### src/rtl/csd_div.sv
// csd_div: sequential signed divider, radix-2 restoring, one quotient bit
// per clock. Inverse of the 7x7 signed CSD multiplier: the 15-bit product
// width is the dividend, the 7-bit operand width is the divisor.
//
// Ports:
//   clk        rising-edge clock
//   reset      synchronous, active-high
//   start      request, sampled only while idle
//   dividend   15-bit signed numerator, captured on accepted start
//   divisor    7-bit signed denominator, captured on accepted start
//   busy       high while an operation is in progress
//   done       one-cycle pulse, results valid in that cycle
//   quotient   15-bit signed quotient, truncated toward zero
//   remainder  7-bit signed remainder, sign follows dividend
//   div_zero   divisor was zero for the presented result
//   overflow   quotient saturated (-16384 / -1 only)
//
// state | meaning
// IDLE  | waiting for start; results and flags held
// CALC  | 15 shift/trial-subtract iterations, counter 14 down to 0
// SIGN  | apply signs, saturation and divide-by-zero, register results

module csd_div (
    input  logic        clk,
    input  logic        reset,
    input  logic        start,
    input  logic [14:0] dividend,
    input  logic [6:0]  divisor,
    output logic        busy,
    output logic        done,
    output logic [14:0] quotient,
    output logic [6:0]  remainder,
    output logic        div_zero,
    output logic        overflow
);

    typedef enum logic [1:0] {
        IDLE = 2'd0,
        CALC = 2'd1,
        SIGN = 2'd2
    } state_t;

    state_t      state_q, state_d;
    logic        neg_quo_q, neg_quo_d;
    logic        neg_rem_q, neg_rem_d;
    logic [14:0] dvd_q, dvd_d;      // dividend magnitude, becomes quotient magnitude
    logic [6:0]  dsr_q, dsr_d;      // divisor magnitude, 0..64
    logic [7:0]  prem_q, prem_d;    // partial remainder
    logic [3:0]  cnt_q, cnt_d;
    logic [14:0] quotient_q, quotient_d;
    logic [6:0]  remainder_q, remainder_d;
    logic        done_q, done_d;
    logic        div_zero_q, div_zero_d;
    logic        overflow_q, overflow_d;

    // Shifted partial remainder is at most 2*63+1, so the trial compare on
    // 9 bits never wraps; the difference is below 64 and fits 8 bits.
    logic [8:0]  prem_shift;
    logic        trial_ge;
    logic [7:0]  trial_diff;

    assign prem_shift = {prem_q, dvd_q[14]};
    assign trial_ge   = (prem_shift >= {2'b00, dsr_q});
    assign trial_diff = prem_shift[7:0] - {1'b0, dsr_q};

    always_comb begin
        state_d     = state_q;
        neg_quo_d   = neg_quo_q;
        neg_rem_d   = neg_rem_q;
        dvd_d       = dvd_q;
        dsr_d       = dsr_q;
        prem_d      = prem_q;
        cnt_d       = cnt_q;
        quotient_d  = quotient_q;
        remainder_d = remainder_q;
        div_zero_d  = div_zero_q;
        overflow_d  = overflow_q;
        done_d      = 1'b0;

        case (state_q)
            IDLE: begin
                if (start) begin
                    neg_quo_d = dividend[14] ^ divisor[6];
                    neg_rem_d = dividend[14];
                    // -16384 negates to 15'h4000, read as unsigned 16384
                    dvd_d     = dividend[14] ? -dividend : dividend;
                    dsr_d     = divisor[6] ? -divisor : divisor;
                    prem_d    = 8'd0;
                    cnt_d     = 4'd14;
                    state_d   = CALC;
                end
            end

            CALC: begin
                if (trial_ge) begin
                    prem_d = trial_diff;
                    dvd_d  = {dvd_q[13:0], 1'b1};
                end else begin
                    prem_d = prem_shift[7:0];
                    dvd_d  = {dvd_q[13:0], 1'b0};
                end
                if (cnt_q == 4'd0) begin
                    state_d = SIGN;
                end else begin
                    cnt_d = cnt_q - 4'd1;
                end
            end

            SIGN: begin
                done_d  = 1'b1;
                state_d = IDLE;
                if (dsr_q == 7'd0) begin
                    quotient_d  = 15'd0;
                    remainder_d = 7'd0;
                    div_zero_d  = 1'b1;
                    overflow_d  = 1'b0;
                end else if (dvd_q == 15'h4000 && !neg_quo_q) begin
                    // +16384 is not representable; -16384 is, handled below
                    quotient_d  = 15'h3FFF;
                    remainder_d = 7'd0;
                    div_zero_d  = 1'b0;
                    overflow_d  = 1'b1;
                end else begin
                    quotient_d  = neg_quo_q ? -dvd_q : dvd_q;
                    remainder_d = neg_rem_q ? -prem_q[6:0] : prem_q[6:0];
                    div_zero_d  = 1'b0;
                    overflow_d  = 1'b0;
                end
            end

            default: begin
                state_d = IDLE;
            end
        endcase
    end

    always_ff @(posedge clk) begin
        if (reset) begin
            state_q     <= IDLE;
            neg_quo_q   <= 1'b0;
            neg_rem_q   <= 1'b0;
            dvd_q       <= 15'd0;
            dsr_q       <= 7'd0;
            prem_q      <= 8'd0;
            cnt_q       <= 4'd0;
            quotient_q  <= 15'd0;
            remainder_q <= 7'd0;
            done_q      <= 1'b0;
            div_zero_q  <= 1'b0;
            overflow_q  <= 1'b0;
        end else begin
            state_q     <= state_d;
            neg_quo_q   <= neg_quo_d;
            neg_rem_q   <= neg_rem_d;
            dvd_q       <= dvd_d;
            dsr_q       <= dsr_d;
            prem_q      <= prem_d;
            cnt_q       <= cnt_d;
            quotient_q  <= quotient_d;
            remainder_q <= remainder_d;
            done_q      <= done_d;
            div_zero_q  <= div_zero_d;
            overflow_q  <= overflow_d;
        end
    end

    assign busy      = (state_q != IDLE);
    assign done      = done_q;
    assign quotient  = quotient_q;
    assign remainder = remainder_q;
    assign div_zero  = div_zero_q;
    assign overflow  = overflow_q;

endmodule

### config.mk
export PLATFORM = sky130hd
export DESIGN_NAME = csd_div
export DESIGN_NICKNAME = d
export VERILOG_FILES = /design/src/rtl/csd_div.sv
export SDC_FILE = /design/constraint.sdc
export NUM_CORES = 1
export LEC_CHECK = 0
export CORE_UTILIZATION = 55
export CTS_CLUSTER_DIAMETER = 150
export DETAILED_ROUTE_END_ITERATION = 10
export PLACE_DENSITY = 0.76
export SYNTH_ARGS = -nofsm -noshare
export SYNTH_HDL_FRONTEND = slang
export SYNTH_SLANG_ARGS = --single-unit
export TNS_END_PERCENT = 20
### constraint.sdc
create_clock -name clk -period 3.13 [get_ports clk]
set_clock_uncertainty 0.05 [all_clocks]
set_input_delay 0.7825 -clock clk [delete_from_list [all_inputs] [get_ports clk]]
set_output_delay 0.7825 -clock clk [all_outputs]
set_load 0.05 [all_outputs]
==> flow_summary.toml, run 1 <==
# implementation run metrics
[synth]
ys.flops = 63
syn_avg_cell_area_um2 = 8.197
yosysWarnings = 0
flop_cell = "dfxtp_1"
ys_chip_area_um2 = 3615

[cells_and_area]
n_all_buffers = 60
final_design_area_no_fill_um2 = 4389
clock_area_share_pct = 4.447
fin_nets = 527
seq_cells = 63
lay_top_count = "dfxtp_1"
postLayoutCoreUtil_pct = 69.12
flop_area_um2 = 1261
largest_class = "multi-input combinational cells"

[final_timing]
tns_ns = 0
final_min_period_over_clock_period_pct = 86.23
period_needed_ns = 2.699
holdWs_ns = 0.3854
hold_viol = 0
fmax_mhz = 370.5
finalWorstSetupSlack_ns = 0.4311
worstMarginPinSlew_ns = 0.6755
rsz0062_at_grt = "no"
relSlewSlack_pct = 54.96

[global_route]
grt_pass1_wl_um = 14280
grt_pass1_vias = 3105

[routing]
vias = 3414
wirelength_um = 8425
detail-route-antenna-nets = 0
routed_via_density = 5.979
drt_pass1_iterations = 6

[worst_hold_path]
min_to = "quotient[8]"
worstHoldStart = "quotient[8]"

[worst_setup_path]
worstPathArrival_ns = 2.87
startpoint_type = "primary input"
crit_slowest_cell = "or4b_2"
reg2reg_depth = 8
slowest_delay_ns = 0.61
cp_num_buf_inv = 2
critical_path_required_ns = 3.31
timing.rr.end = "quotient[5]"

[die]
fp_util_pct = 56.93
dieWidth_um = 83.07

[status]
outcome = "finished, final reports clean"

[pwr]
power_frac_comb_pct = 31.4
p_leak_nw = 1.615
ir_drop_mv = 0.3881
power_mw = 2.396

[clocking]
cts.clk_slew.worst_paths_ns = 0.08

[placed_design]
pre_cts_slack_ns = 0.08371
run 1: worst max-delay path by stage:
| stage | end | from | cells past startpoint | slack (ns) |
|---|---|---|---|---|
| 6_report | dvd_q[12] | dividend[1] | 8 | 0.43 |
| 2_1_floorplan | dvd_q[12] | dividend[1] | 7 | 0.62 |
| 3_3_place_gp | dvd_q[12] | dividend[1] | 8 | 0.15 |
| 4_1_cts | dvd_q[12] | dividend[1] | 8 | 0.44 |
| 5_1_grt | dvd_q[8] | dividend[1] | 8 | 0.32 |
| 3_5_place_dp | dvd_q[12] | dividend[1] | 8 | 0.08 |
run 1: layer usage:
metal	GRT usage, %	vias up
li1	-	1705
met1	34.25	1595
met2	40.39	110
met3	6.461	4
met4	7.210	0
met5	0	-
==> run_1/cell_density.png <==
Scale bar: 20 µm. The die is cut into 8 by 8 equal tiles; black is low, pale yellow is high, 0 to 100% covered.
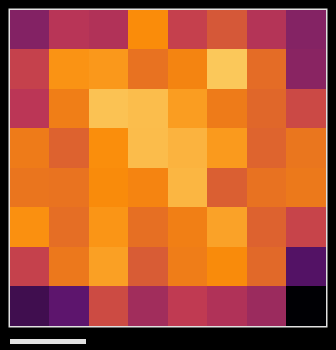
densest ninth of the die: middle
emptiest ninth of the die: bottom right
tiles over 75% full: 23%
fullest tile: 88%

==> run_1/congestion.png <==
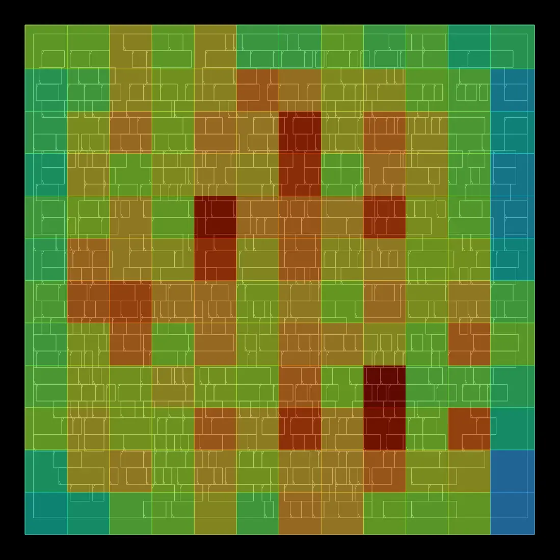
met3 usage: 6.461%
All-Layer GR Usage: 25.46%

==> run_1/io_fan.png <==
Scale bar: 20 µm.
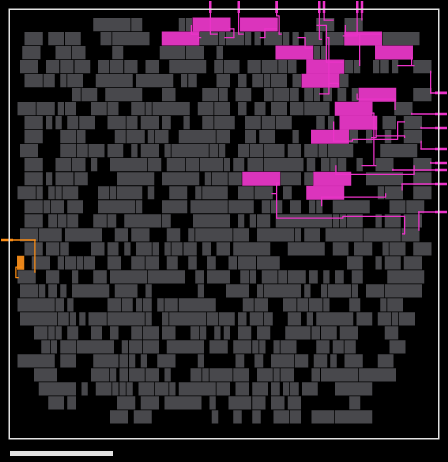
| color | port | bits | direction | edge | end cells | buffers | wire |
|---|---|---|---|---|---|---|---|
| orange | busy | 1 | output | left | 1 | 1 | 14.3 µm |
| magenta | quotient | 15 | output | 8 right, 7 top | 15 | 15 | 263 µm |

==> run 1 -> run 2 <==
--- a/config.mk
+++ b/config.mk
@@ -9,6 +9,7 @@
 export CTS_CLUSTER_DIAMETER = 150
 export DETAILED_ROUTE_END_ITERATION = 10
 export PLACE_DENSITY = 0.76
+export SKIP_CTS_REPAIR_TIMING = 1
 export SYNTH_ARGS = -nofsm -noshare
 export SYNTH_HDL_FRONTEND = slang
 export SYNTH_SLANG_ARGS = --single-unit
==> run_2/placement_by_type.png <==
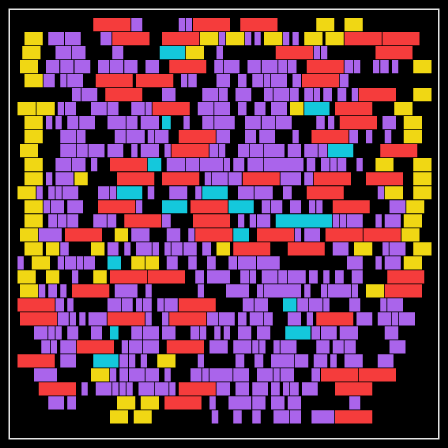
| color | class | cells |
|---|---|---|
| red | sequential cells | 63 |
| yellow | remaining buffers and delay cells | 60 |
| purple | combinational and other logic | 355 |
| cyan | clock drivers and dummy loads | 16 |

==> run_2/cell_density.png <==
Scale bar: 20 µm. The die is cut into 8 by 8 equal tiles; black is low, pale yellow is high, 0 to 100% covered.
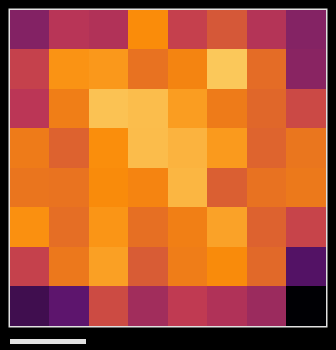
nearly empty tiles: 1.6%
fullest tile: 88%
emptiest ninth of the die: bottom right

==> run 2 against run 1 <==
Maximum frequency unchanged. Register-to-register slack about the same. Cell count unchanged. Die size unchanged. Worst setup slack unchanged. Non-clock buffer count unchanged. Area after synthesis unchanged. Combinational power about the same. Global-route usage unchanged. Largest cell class unchanged. Hold slack unchanged. Critical path depth unchanged.
==> flow_summary.toml, run 2 <==
# implementation run metrics
[status]
outcome = "finished, final reports clean"

[clocking]
htree_levels = 3
cts.clk_slew.worst_paths_ns = 0.08

[final_timing]
fmax_mhz = 370.5
relSlewSlack_pct = 54.96
tns_ns = 0
worstMarginPinSlew_ns = 0.6755
final_min_period_over_clock_period_pct = 86.23
holdWs_ns = 0.3854
finalWorstSetupSlack_ns = 0.4311
hold_viol = 0
period_needed_ns = 2.699
rsz0062_at_grt = "no"

[worst_hold_path]
worstHoldStart = "quotient[8]"
hp-class = "register to register"
min_to = "quotient[8]"

[cells_and_area]
final_layout_size_suffix_gt1_share_pct = 7.490
postLayoutCoreUtil_pct = 69.12
seq_cells = 63
fin_nets = 527
layout_top_cells = "dfxtp_1 (63), clkdlybuf4s50_1 (50), nand2_1 (46)"
largest_class = "multi-input combinational cells"
flop_area_um2 = 1261
final_design_area_no_fill_um2 = 4389
clock_area_share_pct = 4.447
n_all_buffers = 60
lay_top_count = "dfxtp_1"

[synth]
top_area_share_pct = 34.89
flop_cell = "dfxtp_1"
ys_cells = 441
edf_count = 0
top_cell = "dfxtp_1"
ys_chip_area_um2 = 3615
yosysWarnings = 0
ys.flops = 63
syn_area_um2 = 3615
syn_avg_cell_area_um2 = 8.197
syn_nets = 479
synth-async-reset-ratio_pct = 0

[worst_setup_path]
cp_cell_sequence = "clkdlybuf4s50_1 -> inv_1 -> ha_1 -> or4b_2 -> o31ai_1 -> xnor2_1 -> a222oi_1 -> nor2_1"
timing.rr.end = "quotient[5]"
cp.depth = 8
setup.worst_path.start = "dividend[1]"
slowest_delay_ns = 0.61
worstPathArrival_ns = 2.87
path_delay_family = "simple AND/OR/NAND/NOR gates"
startpoint_type = "primary input"
cp_num_buf_inv = 2
endpoint = "dvd_q[12]"
reg2reg_depth = 8
critical_path_required_ns = 3.31
crit_slowest_cell = "or4b_2"

[routing]
drt_iter0_drc = 329
drt_pass1_iterations = 6
wirelength_um = 8425
drt-wirelength-per-cell_um = 14.75
detail-route-antenna-nets = 0
routed_via_density = 5.979
vias = 3414

[flow_run]
tool_warnings = 26

[pwr]
p_leak_nw = 1.615
ir_drop_mv = 0.3881
power_mw = 2.396

[die]
dieWidth_um = 83.07
fp_util_pct = 56.93

[placed_design]
place_area_um2 = 4194
portBuffers = 50
gp_congestion = 0.9015
pre_cts_slack_ns = 0.08371

[global_route]
grt_usage_pct = 25.46
grt_pass1_wl_um = 14280
grt_pass1_vias = 3105
-- run 2: cell counts in the layout (fill, tap and decap cells not counted) --
No cell type changed its count.
-- run 2: layer usage --
metal  global-route usage (%)  part of all wire [%]
met5                        0                     0
met4                    7.210                  0.45
met1                    34.25                    47
met2                    40.39                    46
met3                    6.461                   6.2
-- run 2: kinds of logic (layout without fill, tap and decap cells) --
family | after synthesis | after routing | synth area share (%)
compound gates | 129 | 129 | 24.61
xor+xnor | 39 | 39 | 9.450
fa+ha+maj | 13 | 13 | 4.707
buf+inv | 45 | 98 | 4.846
flops | 63 | 63 | 34.89
mux | 2 | 2 | 0.5538
simple gates | 150 | 150 | 20.94
-- run 2: power breakdown --
group	leakage, nW	internal, mW	switching (mW)
sequential	0.513	0.860	0.0833
combinational	1.01	0.331	0.422
clock	0.0916	0.367	0.333
==> run_2/io_fan.png <==
Scale bar: 20 µm.
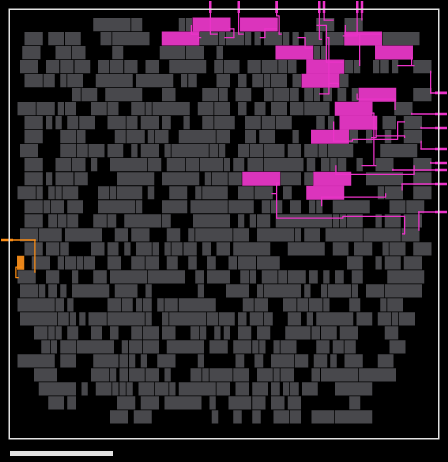

==> run 2 -> run 3 <==
--- a/config.mk
+++ b/config.mk
@@ -8,6 +8,7 @@
 export CORE_UTILIZATION = 55
 export CTS_CLUSTER_DIAMETER = 150
 export DETAILED_ROUTE_END_ITERATION = 10
+export GPL_TIMING_DRIVEN = 0
 export PLACE_DENSITY = 0.76
 export SKIP_CTS_REPAIR_TIMING = 1
 export SYNTH_ARGS = -nofsm -noshare
==> run_3/io_fan.png <==
Scale bar: 20 µm.
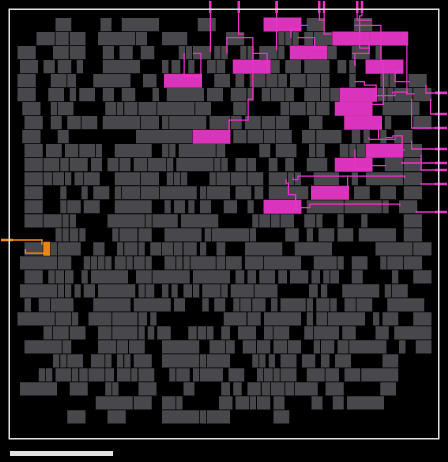
| color | port | bits | direction | edge | end cells | buffers | wire |
|---|---|---|---|---|---|---|---|
| orange | busy | 1 | output | left | 1 | 1 | 11.6 µm |
| magenta | quotient | 15 | output | 8 right, 7 top | 15 | 15 | 290 µm |

==> run 3 against run 2 <==
First-iteration DRC count shrank 7.0%. Count of clock-buffer cells in the layout grew 3. Register-to-register slack gained 0.03 ns. Via count grew 1.7%. Largest power group unchanged.
==> flow_summary.toml, run 3 <==
# implementation run metrics
[synth]
syn_nets = 479
flop_cell = "dfxtp_1"
xor_area_share_pct = 9.450
ys.flops = 63
syn_avg_cell_area_um2 = 8.197
yosysWarnings = 0
top_area_share_pct = 34.89
simple_gate_area_share_pct = 20.94
edf_count = 0
top_logic_kind = "AND-OR/OR-AND gates"
syn_area_um2 = 3615
ys_chip_area_um2 = 3615

[worst_setup_path]
cp_cell_sequence = "clkdlybuf4s50_1 -> inv_1 -> ha_1 -> or4b_2 -> o31ai_1 -> xnor2_1 -> a222oi_1 -> nor2_1"
timing.rr.end = "remainder[3]"
cp.depth = 8
setup.worst_path.start = "dividend[0]"
endpoint = "dvd_q[12]"
worstPathArrival_ns = 3.01
critical_path_required_ns = 3.29
startpoint_type = "primary input"
cp_num_buf_inv = 2
reg2reg_depth = 8
crit_slowest_cell = "or4b_2"
slowest_delay_ns = 0.67

[final_timing]
hold_viol = 0
period_needed_ns = 2.853
relSlewSlack_pct = 46.73
holdWs_ns = 0.3888
tns_ns = 0
worstMarginPinSlew_ns = 0.7991

[cells_and_area]
final_design_area_no_fill_um2 = 4389
lay_top_count = "dfxtp_1"
fin_nets = 538
layout_top_cells = "dfxtp_1 (63), clkdlybuf4s50_1 (48), nand2_1 (46)"
postLayoutCoreUtil_pct = 69.12
final_layout_size_suffix_gt1_share_pct = 5.556

[pwr]
power_mw = 2.427
p_sw_share_pct = 34.18
power_leader = "registers"
power_switching_mw = 0.8295
p_leak_nw = 1.603
power_frac_comb_pct = 31.8
clkPwrFrac_pct = 29.5
pwr-share-seq_pct = 38.8
pg_seq_mw = 0.940
ir_drop_mv = 0.3278
internal-power_mw = 1.597

[routing]
drt-wirelength-per-cell_um = 15.47
wirelength_um = 8988
routed_via_density = 5.976
drt_iter0_drc = 306
detail-route-antenna-nets = 0
vias = 3472

[placed_design]
place_area_um2 = 4192
gp_congestion = 0.9567
portBuffers = 48
pre_cts_slack_ns = -0.03549

[global_route]
grt_pass1_vias = 3191
grt_pass1_wl_um = 15260

[worst_hold_path]
worstHoldStart = "quotient[8]"
min_to = "quotient[8]"

[clocking]
cts.clk_slew.worst_paths_ns = 0.07
htree_levels = 3

[die]
fp_util_pct = 56.93
dieWidth_um = 83.07

[status]
outcome = "finished, final reports clean"
==> run_3/power_grid.png <==
Scale bar: 20 µm. Pins as bars on the die edge.
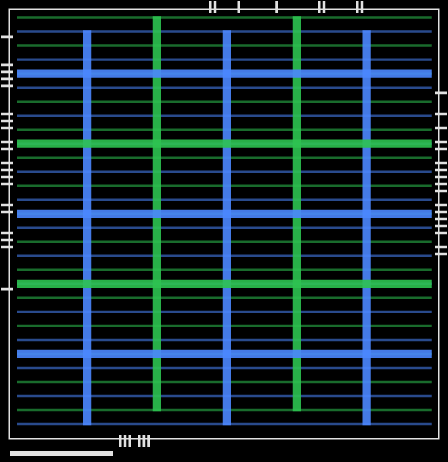
| color | net |
|---|---|
| blue | VSS |
| green | VDD |
met4 straps: 5
met1 rails: 30
signal pins: 51

## run 3: netlist changes by cell type in the layout (fill, tap and decap cells not counted), sizes merged
cell	previous run	this run
clkinvlp	3	1
inv	23	22
buf	10	6
clkdlybuf4s50	50	48
clkinv	2	1
clkbuf	9	29
## run 3: cell type report
type	instances	area (µm²)	share of cell area [%]
multi-input cells	333	2178	49.63
flip-flops and latches	63	1261	28.73
repair buffers	48	480.5	10.95
clock buffers	12	155.1	3.535
well taps	77	96.34	2.195
plain buffers	23	92.59	2.109
inverters	22	82.58	1.881
clock inverters	3	42.54	0.9692
## run 3: per-layer routing
| metal | track usage, % | routed length, µm |
|---|---|---|
| met1 | 37.23 | 4336 |
| met2 | 44.11 | 4105 |
| met3 | 4.374 | 444 |
| met4 | 10.97 | 101 |
| met5 | 0 | 0 |
Power figures rest on the tool's default switching activity, not on a simulated workload.
